`config.mk`:
```
export PLATFORM = sky130hd
export DESIGN_NAME = mips_cpu_bus_lsu
export DESIGN_NICKNAME = d
export VERILOG_FILES = /design/src/rtl/mips_cpu_bus_pkg.sv /design/src/rtl/mips_cpu_bus_lsu_align.sv /design/src/rtl/mips_cpu_bus_lsu.sv
export SDC_FILE = /design/constraint.sdc
export NUM_CORES = 1
export LEC_CHECK = 0
export ABC_AREA = 1
export CAP_MARGIN = 10
export CORE_MARGIN = 10
export CORE_UTILIZATION = 47
export CTS_BUF_LIST = sky130_fd_sc_hd__clkbuf_2 sky130_fd_sc_hd__clkbuf_4 sky130_fd_sc_hd__clkbuf_8
export DETAILED_ROUTE_END_ITERATION = 8
export PLACE_DENSITY = 0.83
export SETUP_SLACK_MARGIN = 0.5
export SLEW_MARGIN = 25
export SYNTH_ARGS = -nofsm -noshare
export SYNTH_HDL_FRONTEND = slang
export SYNTH_SLANG_ARGS = --single-unit
```
`constraint.sdc`:
```
create_clock -name clk -period 5 [get_ports clk]
set_input_delay 1 -clock clk [delete_from_list [all_inputs] [get_ports clk]]
set_output_delay 1 -clock clk [all_outputs]
set_load 0.05 [all_outputs]
```
`src/rtl/mips_cpu_bus_pkg.sv`:
```
// rtl/mips_cpu_bus_pkg.sv - shared types and lane helpers for the data-side bus LSU
package mips_cpu_bus_pkg;

  typedef enum logic [2:0] {
    LB  = 3'd0,
    LBU = 3'd1,
    LH  = 3'd2,
    LHU = 3'd3,
    LW  = 3'd4,
    SB  = 3'd5,
    SH  = 3'd6,
    SW  = 3'd7
  } lsu_op_t;

  typedef enum logic [2:0] {
    ST_IDLE    = 3'd0,
    ST_RD_REQ  = 3'd1,
    ST_RD_WAIT = 3'd2,
    ST_WR_REQ  = 3'd3,
    ST_DONE    = 3'd4
  } lsu_state_t;

  function automatic logic [3:0] lsu_byteenable(input lsu_op_t op, input logic [1:0] addr_lo);
    case (op)
      LB, LBU, SB: return 4'b0001 << addr_lo;
      LH, LHU, SH: return addr_lo[1] ? 4'b1100 : 4'b0011;
      default:     return 4'b1111;
    endcase
  endfunction

  function automatic logic lsu_misaligned(input lsu_op_t op, input logic [1:0] addr_lo);
    case (op)
      LH, LHU, SH: return addr_lo[0];
      LW, SW:      return |addr_lo;
      default:     return 1'b0;
    endcase
  endfunction

  function automatic logic lsu_is_store(input lsu_op_t op);
    return (op == SB) || (op == SH) || (op == SW);
  endfunction

endpackage

```
`src/rtl/mips_cpu_bus_lsu_align.sv`:
```
// rtl/mips_cpu_bus_lsu_align.sv - combinational store lane replication and load extract/extend
module mips_cpu_bus_lsu_align
  import mips_cpu_bus_pkg::*;
(
  input  lsu_op_t     op_i,
  input  logic [1:0]  addr_lo_i,
  input  logic [31:0] store_data_i,
  input  logic [31:0] load_lanes_i,
  output logic [31:0] store_lanes_o,
  output logic [31:0] load_data_o
);

  logic [31:0] shifted;
  logic [7:0]  byte_sel;
  logic [15:0] half_sel;

  always_comb begin
    shifted  = load_lanes_i >> {addr_lo_i, 3'b000};
    byte_sel = shifted[7:0];
    half_sel = addr_lo_i[1] ? load_lanes_i[31:16] : load_lanes_i[15:0];

    case (op_i)
      LB:      load_data_o = {{24{byte_sel[7]}}, byte_sel};
      LBU:     load_data_o = {24'h0, byte_sel};
      LH:      load_data_o = {{16{half_sel[15]}}, half_sel};
      LHU:     load_data_o = {16'h0, half_sel};
      default: load_data_o = load_lanes_i;
    endcase

    case (op_i)
      SB:      store_lanes_o = {4{store_data_i[7:0]}};
      SH:      store_lanes_o = {2{store_data_i[15:0]}};
      default: store_lanes_o = store_data_i;
    endcase
  end

endmodule

```
`src/rtl/mips_cpu_bus_lsu.sv`:
```
// rtl/mips_cpu_bus_lsu.sv - single-outstanding load/store unit on an Avalon-style data bus
// Optional waitrequest watchdog enabled by defining MIPS_LSU_TIMEOUT_EN.
module mips_cpu_bus_lsu
  import mips_cpu_bus_pkg::*;
#(
  parameter int READ_LATENCY   = 1,
  parameter int TIMEOUT_CYCLES = 255
) (
  input  logic        clk,
  input  logic        reset,
  input  logic        req_valid,
  output logic        req_ready,
  input  lsu_op_t     req_op,
  input  logic [31:0] req_addr,
  input  logic [31:0] req_wdata,
  output logic        resp_valid,
  output logic [31:0] resp_rdata,
  output logic        resp_err,
  output logic [31:0] address,
  output logic        read,
  output logic        write,
  output logic [3:0]  byteenable,
  output logic [31:0] writedata,
  input  logic        waitrequest,
  input  logic [31:0] readdata
);

  localparam logic [1:0] LAT_LAST = 2'((READ_LATENCY > 0) ? READ_LATENCY - 1 : 0);

  lsu_state_t  state_q, state_d;
  lsu_op_t     op_q, op_d;
  logic [31:0] addr_q, addr_d, wdata_q, wdata_d, rdata_q, rdata_d;
  logic [3:0]  be_q, be_d;
  logic        err_q, err_d;
  logic [1:0]  lat_q, lat_d;
  logic [31:0] load_data;
  logic        timeout_hit;

`ifdef MIPS_LSU_TIMEOUT_EN
  localparam int TO_W = ($clog2(TIMEOUT_CYCLES + 1) < 8) ? 8 : $clog2(TIMEOUT_CYCLES + 1);
  logic [TO_W-1:0] stall_q, stall_d;

  // Counts consecutive stalled cycles of the current strobe only.
  always_comb begin
    stall_d = '0;
    if ((state_q == ST_RD_REQ || state_q == ST_WR_REQ) && waitrequest)
      stall_d = stall_q + 1'b1;
  end
  assign timeout_hit = waitrequest && (stall_q == TO_W'(TIMEOUT_CYCLES - 1));

  always_ff @(posedge clk or posedge reset) begin
    if (reset) stall_q <= '0;
    else       stall_q <= stall_d;
  end
`else
  assign timeout_hit = 1'b0;
`endif

  mips_cpu_bus_lsu_align u_align (
    .op_i          (op_q),
    .addr_lo_i     (addr_q[1:0]),
    .store_data_i  (wdata_q),
    .load_lanes_i  (readdata),
    .store_lanes_o (writedata),
    .load_data_o   (load_data)
  );

  always_comb begin
    state_d = state_q;
    op_d    = op_q;
    addr_d  = addr_q;
    wdata_d = wdata_q;
    rdata_d = rdata_q;
    be_d    = be_q;
    err_d   = err_q;
    lat_d   = lat_q;
    unique case (state_q)
      ST_IDLE: if (req_valid) begin
        op_d    = req_op;
        addr_d  = req_addr;
        wdata_d = req_wdata;
        be_d    = lsu_byteenable(req_op, req_addr[1:0]);
        rdata_d = '0;
        err_d   = 1'b0;
        lat_d   = '0;
        if (lsu_misaligned(req_op, req_addr[1:0])) begin
          err_d   = 1'b1;
          state_d = ST_DONE;
        end else if (lsu_is_store(req_op)) state_d = ST_WR_REQ;
        else                               state_d = ST_RD_REQ;
      end
      ST_RD_REQ: if (!waitrequest) begin
        if (READ_LATENCY == 0) begin
          rdata_d = load_data;
          state_d = ST_DONE;
        end else state_d = ST_RD_WAIT;
      end else if (timeout_hit) begin
        err_d   = 1'b1;
        state_d = ST_DONE;
      end
      ST_RD_WAIT: if (lat_q == LAT_LAST) begin
        rdata_d = load_data;
        state_d = ST_DONE;
      end else lat_d = lat_q + 2'd1;
      ST_WR_REQ: if (!waitrequest) state_d = ST_DONE;
      else if (timeout_hit) begin
        err_d   = 1'b1;
        state_d = ST_DONE;
      end
      ST_DONE: state_d = ST_IDLE;
      default: state_d = ST_IDLE;
    endcase
  end

  always_ff @(posedge clk or posedge reset) begin
    if (reset) begin
      state_q <= ST_IDLE;
      op_q    <= LB;
      addr_q  <= '0;
      wdata_q <= '0;
      rdata_q <= '0;
      be_q    <= '0;
      err_q   <= 1'b0;
      lat_q   <= '0;
    end else begin
      state_q <= state_d;
      op_q    <= op_d;
      addr_q  <= addr_d;
      wdata_q <= wdata_d;
      rdata_q <= rdata_d;
      be_q    <= be_d;
      err_q   <= err_d;
      lat_q   <= lat_d;
    end
  end

  assign req_ready  = (state_q == ST_IDLE);
  assign read       = (state_q == ST_RD_REQ);
  assign write      = (state_q == ST_WR_REQ);
  assign address    = {addr_q[31:2], 2'b00};
  assign byteenable = be_q;
  assign resp_valid = (state_q == ST_DONE);
  assign resp_err   = (state_q == ST_DONE) && err_q;
  assign resp_rdata = rdata_q;

endmodule

```
Fig. 1: a small window of the routed layout
Window x 46 to 86, y 46 to 86 um. Cells in grey, sequential cells in the stronger grey; small squares are vias.
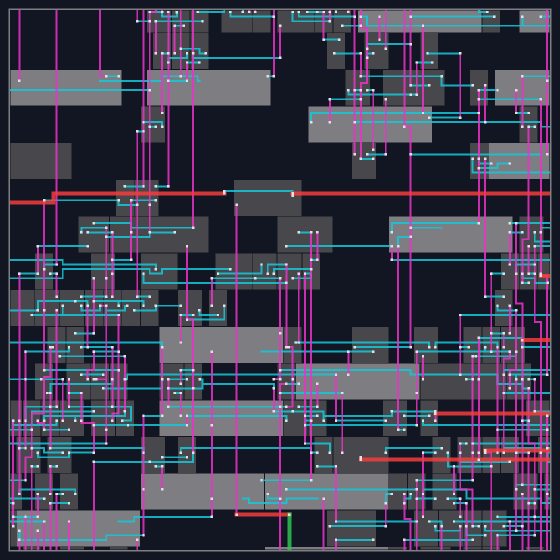
M3 -> red
M4 -> green
M2 -> magenta
M1 -> cyan
most frequent = nand2_1 (31), nand3_1 (17), inv_1 (12)
sequential cells in the window = 11
netlist names of flops here include = `op_q` (3), `addr_q` (2), `lat_q` (2)
cells with their middle in the window = 110

Fig. 2: met2 routing
(3 px per um)
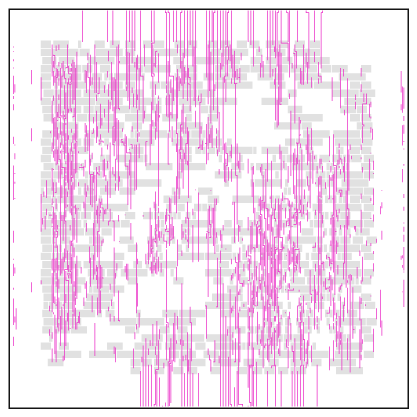
longest straight run = 46.4 um
nets with wire on the layer = 761
main direction = vertical
wire length on this layer = 7590 um

Fig. 3: metal layers overlaid
(3 px per um) Only two layers are drawn.
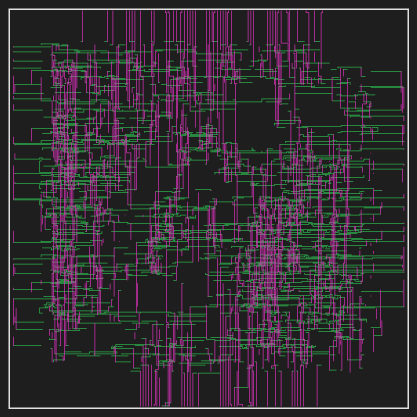
M2 -> magenta  # wire length 7590 um
M1 -> green  # wire length 6750 um

Fig. 4: pin map
(4 px per um) Pins as bars across the die edge, other pins in grey.
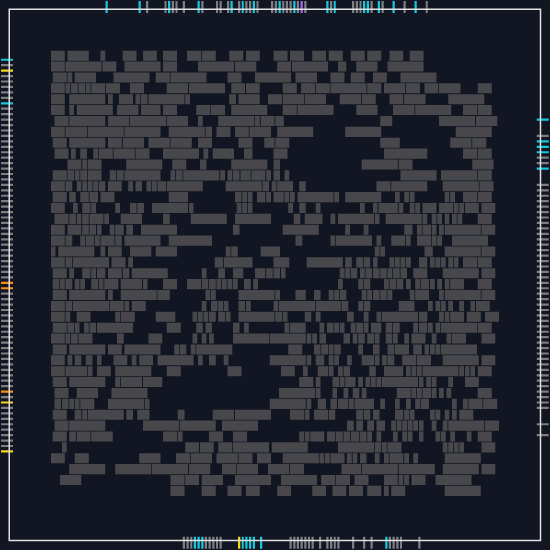
`byteenable` -> yellow  # pins 4, direction output, edge 3 west, 1 south
`resp_err` -> purple  # pins 1, direction output, edge north
`address` -> cyan  # pins 32, direction output, edge 16 north, 9 south, 5 east, 2 west
`req_op` -> orange  # pins 3, direction input, edge west
all pins by edge = 73 west, 52 east, 45 north, 38 south

==> reports/summary.txt <==
outcome: completed
Root Driver: clkbuf_8
reg-to-reg setup timing slack: 2.76 ns
Seq share, synth: 45.9%
Fin. Hold Viols: 0
yosys stat area: 5940 um2
CP arrival: 3.25 ns
vias in the first global route: 4972
top cells, area: dfrtp_1 (46%), mux2_4 (11%), nand2_1 (11%)
top-count cell post-synth: nand2_1
worst hold path startpoint: resp_rdata[27]$_DFFE_PP0P_
Fill cells: 1064
seq pwr: 1.59 mW
Yosys cell types: 32
IO Pins: 208
ys cells: 675
Avg WL per Cell: 16.2 um
Seq Cell Count: 109
CP Buf/Inv Count: 2
NonClk Buf Share: 26.2%
CTS clk-pin slew, worst paths: 0.10 ns
fin cells: 1003
ANT nets after route: 0
Dominant Register Cell: dfrtp_1
most frequent logic cell in the layout: clkdlybuf4s50_1
worst hold margin: 0.485 ns
Post-route DRC: 0
Post-DP HPWL: 12.4 mm
Mapped Area: 5940 um2
switch share: 52.2%
worst min-delay path category: register to register
Hold Path Sink: resp_rdata[27]$_DFFE_PP0P_
CP Capture Type: primary output
logic share of the area: 30.7%
initial antenna violation count: 0
Die Size: 17500 um2
Seq pwr share: 24.4%
nets@finish: 930
first-pass GRT wire length: 26.4 mm
Max Root-Sink Buffers: 2
post-route cell area: 7950 um2
Largest stage delay, worst path: 0.84 ns
NetSw: 3.40 mW
Non-clk bufs: 209
Yosys reg bits: 109
TNS Setup: 0 ns
synth warn: 0
largest net degree at the start of global routing: 98
Storage cell area: 2730 um2
DP Cell Count: 987
sequential share of cell area: 34.3%
Layout Utilization: 63.5%
Final Setup Violations: 0
most frequent cells in the layout: clkdlybuf4s50_1 (205), nand2_1 (169), dfrtp_1 (109), inv_1 (59), nor2_1 (50)
clock network power: 0.617 mW
Via density: 4.84
Crit Path Class: register to primary output
Worst Path Max Fanout: 25
synthesis-to-finish area growth: 33.8%
worst skew pair latency: 0.38 ns
Cell Int Power: 3.11 mW
Max transition margin: 42.7%
1st-pass router iterations: 5
synth cell count leaders: nand2_1 (169), dfrtp_1 (109), inv_1 (60)
R2R depth: 8
final max-slew violation count: 0
H-tree levels: 3
RSZ-0062 raised after global routing: false
CTS Buf Count: 9
Die Ht: 132 um
WL final: 16.3 mm
Yosys top cell area share: 45.9%
1st-iter DRT viols: 338
f_max: 0.235 GHz
Synth Area per Inst: 8.81 um2
Pre-Place Util: 47.5%
Comb power frac: 66.1%
P_comb: 4.30 mW
die width: 132 um
Leak: 3.84 nW
delay-heaviest family, CP: buffers and inverters
fraction of area in clock buffers and inverters: 2.93%
worst r2r src: state_q[0]$_DFFE_PP0P_
core area: 12500 um2
CTS sink count: 109
worst slack, placed: 1.21 ns
worst setup margin: 0.749 ns
worst slew pin tran: 0.860 ns
# diodes: 0
slowest cell on the critical path: clkdlybuf4s50_1
GRT Resource Usage Total: 18.6%
hold bufs inserted after CTS: 0
# clk buffers: 10
crit path capture: writedata[22]
critical path depth: 6
post-cts sizing count: 0
crit start category: register
routed vias: 4857
worst flop-to-flop path endpoint: resp_rdata[20]$_DFFE_PP0P_
Post-synth EDFFs: 0
Min Clock Period, post-route: 4.25 ns
cell count after synthesis: 675
share of cells above drive strength 1: 11.6%
Yosys top cell by area: dfrtp_1
cycle use final: 85.0%
TritonCTS clock tree: yes
Clock power frac: 9.5%
gpl congestion: 0.877
GRT overflow: 0
Inverters: 67
count of input and output buffers: 205
Comb gate area: 2440 um2
dpl cell area: 7720 um2
Tap Count: 172
Synth async-reset ratio: 100%
Max-Cap Viols: 0
CP startpoint: op_q[2]$_DFFE_PP0P_
Worst Hold Depth: 2
clk_skew: 0.00546 ns
Top pwr grp: combinational logic
Cell Pwr Density: 819 nW/um2
Post-CTS Setup Inserts: 0
Area-dominant class: registers
Max VDD drop: 735 uV
CP cell instances: nand3_1 > buf_4 > nand2_1 > nor2_1 > a21oi_1 > clkdlybuf4s50_1
OpenROAD warning count: 26
cell row count: 41
-- flip-flops by register name, summed over array words and instances, names as in the netlist --
register,count
resp_rdata,32
wdata_q,32
state_q,3
op_q,3
lat_q,2
byteenable,4
addr_q,32
err_q,1
-- routing by layer --
metal / share of wire [%] / track usage, %
met1: 41 / 22.4
met2: 47 / 29.3
met3: 11 / 7.99
met4: 1.4 / 6.05
met5: 0 / 0
-- logic make-up (layout without fill, tap and decap cells) --
group | count (synthesis) | count (layout) | synth area share, %
flops | 109 | 109 | 45.9
other cells | 1 | 2 | 0.0631
buf+inv | 137 | 292 | 13.1
fa+ha+maj | 1 | 1 | 0.210
simple gates | 285 | 285 | 20.8
compound gates | 97 | 97 | 8.59
mux | 45 | 45 | 11.4
Power is estimated from default activity; no workload was simulated.
